## src/rtl/robohand.sv

```systemverilog
// Robot opponent paddle: follows the ball on ball-clock ticks with a reaction delay, deadzone and step limit.
// Optional build macro ROBOHAND_JITTER_EN adds an LFSR-derived aim offset latched on each entry to tracking.
module robohand #(
  parameter logic [9:0] SCREENHEIGHT = 10'd480,
  parameter logic [9:0] PADDLESIZE   = 10'd64,
  parameter int         STEP         = 2,
  parameter int         DEADZONE     = 4,
  parameter int         REACTION     = 8
) (
  input  logic       clk,
  input  logic       reset_n,
  input  logic       ballAdvance,
  input  logic [9:0] ball_y,
  input  logic       engage,
  output logic [9:0] paddle_y,
  output logic       moving
);

  localparam logic [9:0]  HALF   = PADDLESIZE >> 1;
  localparam logic [9:0]  LO     = HALF;
  localparam logic [9:0]  HI     = SCREENHEIGHT - 10'd1 - HALF;
  localparam logic [9:0]  CENTRE = SCREENHEIGHT >> 1;
  localparam logic [9:0]  STEP_L = 10'(STEP);
  localparam logic [9:0]  DEAD_L = 10'(DEADZONE);
  localparam logic [15:0] RELOAD = 16'(REACTION);

  typedef enum logic [2:0] {
    IDLE  = 3'd0,
    WAIT  = 3'd1,
    TRACK = 3'd2,
    HOME  = 3'd3
  } state_t;

  state_t      state, state_next;
  logic [15:0] cnt, cnt_next;
  logic [9:0]  paddle_next;
  logic [9:0]  target;
  logic [11:0] ball_adj;
  logic [3:0]  jitter_off;

  logic       sync1, sync2, prev;
  logic [1:0] fill_cnt;
  logic       armed;
  logic       tick;

  // armed only sets once the synchronizer has seen the ball clock low, so a level high at reset release is not a tick
  always_ff @(posedge clk or negedge reset_n) begin
    if (!reset_n) begin
      sync1    <= 1'b0;
      sync2    <= 1'b0;
      prev     <= 1'b0;
      fill_cnt <= 2'd0;
      armed    <= 1'b0;
    end else begin
      sync1 <= ballAdvance;
      sync2 <= sync1;
      prev  <= sync2;
      if (fill_cnt != 2'd2)
        fill_cnt <= fill_cnt + 2'd1;
      if (fill_cnt == 2'd2 && !sync2)
        armed <= 1'b1;
    end
  end

  assign tick = armed & sync2 & ~prev;

`ifdef ROBOHAND_JITTER_EN
  logic [7:0] lfsr;

  always_ff @(posedge clk or negedge reset_n) begin
    if (!reset_n) begin
      lfsr       <= 8'h01;
      jitter_off <= 4'd0;
    end else begin
      if (tick)
        lfsr <= {lfsr[6:0], lfsr[7] ^ lfsr[5] ^ lfsr[4] ^ lfsr[3]};
      if (state == WAIT && state_next == TRACK)
        jitter_off <= lfsr[3:0];
    end
  end
`else
  assign jitter_off = 4'd0;
`endif

  // 12-bit arithmetic keeps a negative jittered ball_y or one beyond the screen from wrapping
  always_comb begin
    ball_adj = {2'b00, ball_y} + {{8{jitter_off[3]}}, jitter_off};
    if (ball_adj[11] || ball_adj < {2'b00, LO})
      target = LO;
    else if (ball_adj > {2'b00, HI})
      target = HI;
    else
      target = ball_adj[9:0];
  end

  function automatic logic [9:0] step_toward(input logic [9:0] cur,
                                             input logic [9:0] goal,
                                             input logic [9:0] dz);
    logic [10:0] diff;
    logic [9:0]  mag;
    logic [9:0]  amt;
    diff = {1'b0, goal} - {1'b0, cur};
    mag  = diff[10] ? 10'(11'd0 - diff) : diff[9:0];
    amt  = (mag < STEP_L) ? mag : STEP_L;
    if (mag <= dz)
      return cur;
    else if (diff[10])
      return cur - amt;
    else
      return cur + amt;
  endfunction

  always_comb begin
    state_next  = state;
    cnt_next    = cnt;
    paddle_next = paddle_y;
    case (state)
      IDLE: begin
        if (engage) begin
          state_next = WAIT;
          cnt_next   = RELOAD;
        end
      end
      WAIT: begin
        if (!engage)
          state_next = HOME;
        else if (tick) begin
          if (cnt == 16'd0)
            state_next = TRACK;
          else
            cnt_next = cnt - 16'd1;
        end
      end
      TRACK: begin
        if (!engage)
          state_next = HOME;
        else if (tick)
          paddle_next = step_toward(paddle_y, target, DEAD_L);
      end
      HOME: begin
        if (engage) begin
          state_next = WAIT;
          cnt_next   = RELOAD;
        end else if (tick) begin
          paddle_next = step_toward(paddle_y, CENTRE, 10'd0);
          if (paddle_next == CENTRE)
            state_next = IDLE;
        end
      end
      default: state_next = HOME;
    endcase
  end

  always_ff @(posedge clk or negedge reset_n) begin
    if (!reset_n) begin
      state    <= IDLE;
      cnt      <= 16'd0;
      paddle_y <= CENTRE;
      moving   <= 1'b0;
    end else begin
      state    <= state_next;
      cnt      <= cnt_next;
      paddle_y <= paddle_next;
      moving   <= (paddle_next != paddle_y);
    end
  end

endmodule

```

## config.mk

```make
export PLATFORM = sky130hd
export DESIGN_NAME = robohand
export DESIGN_NICKNAME = d
export VERILOG_FILES = /design/src/rtl/robohand.sv
export SDC_FILE = /design/constraint.sdc
export NUM_CORES = 1
export LEC_CHECK = 0
export CAP_MARGIN = 5
export CORE_MARGIN = 10
export CORE_UTILIZATION = 45
export CTS_CLUSTER_SIZE = 16
export DETAILED_ROUTE_END_ITERATION = 7
export PLACE_DENSITY = 0.73
export REMOVE_ABC_BUFFERS = 1
export SLEW_MARGIN = 20
export SYNTH_ARGS = -nofsm -noshare
export SYNTH_HDL_FRONTEND = slang
export SYNTH_SLANG_ARGS = --single-unit
```

## constraint.sdc

```tcl
create_clock -name clk -period 8.25 [get_ports clk]
set_clock_uncertainty 0.05 [all_clocks]
set_input_delay 1.65 -clock clk [delete_from_list [all_inputs] [get_ports clk]]
set_output_delay 1.65 -clock clk [all_outputs]
set_load 0.01 [all_outputs]
```

==> run_results.csv, run 1 <==
group,metric,value,unit
yosys,top_cells_by_count,"sky130_fd_sc_hd__nand2_1, sky130_fd_sc_hd__nor2_1, sky130_fd_sc_hd__a21oi_1",
sta,finalSetupTns,0,ns
floorplanning,floorplanUtilization,46.65,%
placed_design,port_buffer_count,24,
floorplanning,die_y,123.9,microns
clocking,cts_resized,7,
finish,finalCoreUtilization,57.36,%
critical_path,cpLargestDelayFamily,"AND-OR/OR-AND gates",
critical_path,timing.critical_path.slowest_stage_cell,"sky130_fd_sc_hd__or4b_4",
clocking,clockRootBuffer,"sky130_fd_sc_hd__clkbuf_8",
yosys,numSynthFlops,35,
route,drt_pass1_iterations,5,
clocking,cts.hold.buffers_added,0,
route,finalWirelength,15.86,mm
finish,clkCellAreaFrac,1.424,%
yosys,yosys.stat.chipArea,4860,sq um
route,m1WireLength,6.754,mm
route,wl_met3,1.119,mm
yosys,yosysCellCount,661,
clocking,clk_pin_slew,0.07,ns
route,routed.top_layer,"met4",
sta,final_hold_fails,0,
floorplanning,core_area,10420,sq um
outcome,outcome,"complete, no violations",
sta,timing.final.ws_setup,0.1394,ns
global_routing,gr-max-usage-layer,"met2",
placed_design,place_area,5644,sq um
finish,num-clock-buffers,6,
route,avgViaCountPerCell,6.262,
yosys,synth_cell_type_count,80,
global_routing,antenna_found_initial,0,
yosys,synth-warning-count,0,
worst_hold_path,holdPathEnd,"sync2",
critical_path,rrSetupSlack,0.69,ns
critical_path,critical_path_class,"primary input to flip-flop",
worst_hold_path,worstHoldPathType,"flip-flop to flip-flop",
yosys,post_synth_tally_of_flip_flops_with_integrated_enable,0,
-- run 1: where the power goes --
part,switching (W),internal (W)
Combinational,0.00125,0.000920
Sequential,0.0000937,0.000233
Clock,0.0000706,0.0000591
Total,0.00142,0.00121
-- run 1: cells by family after synthesis --
logic type	after synthesis	synth area share [%]
and+or+nand+nor	264	27.96
AOI/OAI and AO/OA	214	30.02
buffers and inverters	68	5.742
adders and majority gates	41	11.02
DFF	35	18.13
xor gates and xnor gates	30	5.407
muxes	8	1.648
other	1	0.07717
-- run 1: state kept, by name, summed over array words and instances (netlist names) --
signal and count:
paddle_y 10, cnt 16, sync1 1, fill_cnt 2, prev 1, armed 1
state 2, sync2 1, moving 1
run_1/route_heat.png
The die is cut into 25 by 25 equal tiles; dark blue is low, red is high, scaled to the fullest tile. Values are wire area over tile area, all layers added.
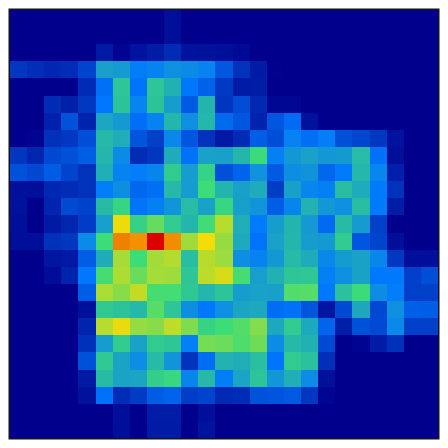
densest ninth of the die: middle
nearly empty tiles: 36%
mean over tiles: 0.17
tiles over half the peak: 7.4%
fullest tile: 0.92
emptiest ninth of the die: top right

run_1/clock_wires.png
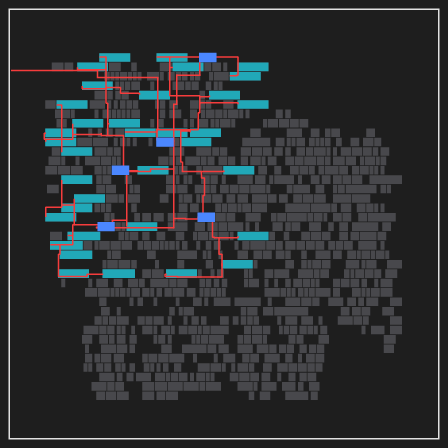
[blue] clock-net drivers | count: 5
[cyan] flip-flops | count: 35
[red] clock wires | length: 569 microns
routed clock nets: 6

run_1/placed.png
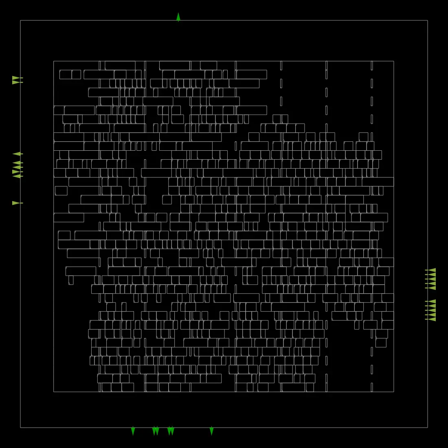
final instance count without filler cells: 868
num tapcells: 136
number of inserted filler cells in the final layout: 929

==> run 2: changes to the inputs <==
CORE_UTILIZATION = 60   (was 45)
PLACE_DENSITY = 0.9   (was 0.73)
run_2/sizing.png
The bar under the picture is 20 microns long.
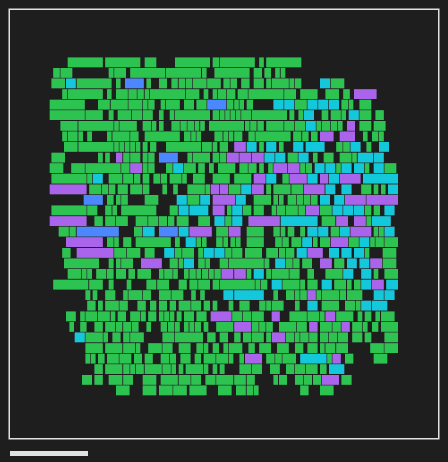
[purple] x2 | cells: 54 | share: 7.3%
[blue] x6 and larger | cells: 6 | share: 0.82%
[green] x1 and smaller | cells: 587 | share: 80%
[cyan] x3 and x4 | cells: 89 | share: 12%

==> run 2 against run 1 <==
  * Setup slack improved by 0.026 ns
  * Largest cell class unchanged
  * Sequential share of layout area increased by 0.068 points
  * Final area decreased by 0.46%
  * Synthesized cell count unchanged
  * Worst hold slack improved by 0.012 ns
  * Critical path type unchanged
  * Register-to-register slack improved by 0.07 ns
==> run_results.csv, run 2 <==
group,metric,value,unit
outcome,outcome,"complete, no violations",
route,wl_met3,1.677,mm
critical_path,critical_path_class,"primary input to flip-flop",
yosys,yosys.stat.chipArea,4860,sq um
critical_path,cpLargestDelayFamily,"AND-OR/OR-AND gates",
floorplanning,taps,102,
yosys,yosys.area_share.xor_xnor,5.407,%
yosys,synth.cellmix.compoundShare,30.02,%
route,routed.top_layer,"met4",
finish,number_of_inserted_filler_cells_in_the_final_layout,560,
sta,timing.final.ws_setup,0.1651,ns
finish,finalCoreUtilization,76.17,%
finish,number_of_flip_flops_under_the_largest_register_name,16,
clocking,cts_resized,12,
route,finalWirelength,16.59,mm
floorplanning,core_area,7807,sq um
critical_path,timing.critical_path.slowest_stage_cell,"sky130_fd_sc_hd__a2111oi_0",
finish,registers_with_the_highest_flip_flop_counts,"cnt: 16 flops, paddle_y: 10 flops",
yosys,post_synth_tally_of_flip_flops_with_integrated_enable,0,
yosys,yosysCellCount,661,
clocking,cts.hold.buffers_added,0,
global_routing,antenna_found_initial,0,
yosys,numSynthFlops,35,
placed_design,place_area,5617,sq um
finish,largest_register,"cnt",
==> run 2: final timing paths <==
kind                               end  slack, ns        start  cells past startpoint
setup / recovery                moving       0.17    ball_y[5]                     29
hold / removal                   sync2       0.32        sync1                      0
setup reg to reg                moving       0.76  paddle_y[1]                     25
hold reg to reg                  sync2       0.32        sync1                      0
max in group asynchronous  paddle_y[7]       6.08      reset_n                      2
min in group asynchronous      cnt[12]       1.71      reset_n                      2
==> run 2: power by group <==
| part | switching (W) | internal, W | total [W] |
|---|---|---|---|
| Sequential | 0.0000962 | 0.000233 | 0.000329 |
| Clock | 0.0000706 | 0.0000901 | 0.000161 |
| Combinational | 0.00128 | 0.000924 | 0.00221 |
| Total | 0.00145 | 0.00125 | 0.00270 |
Power and IR drop assume default switching activity.
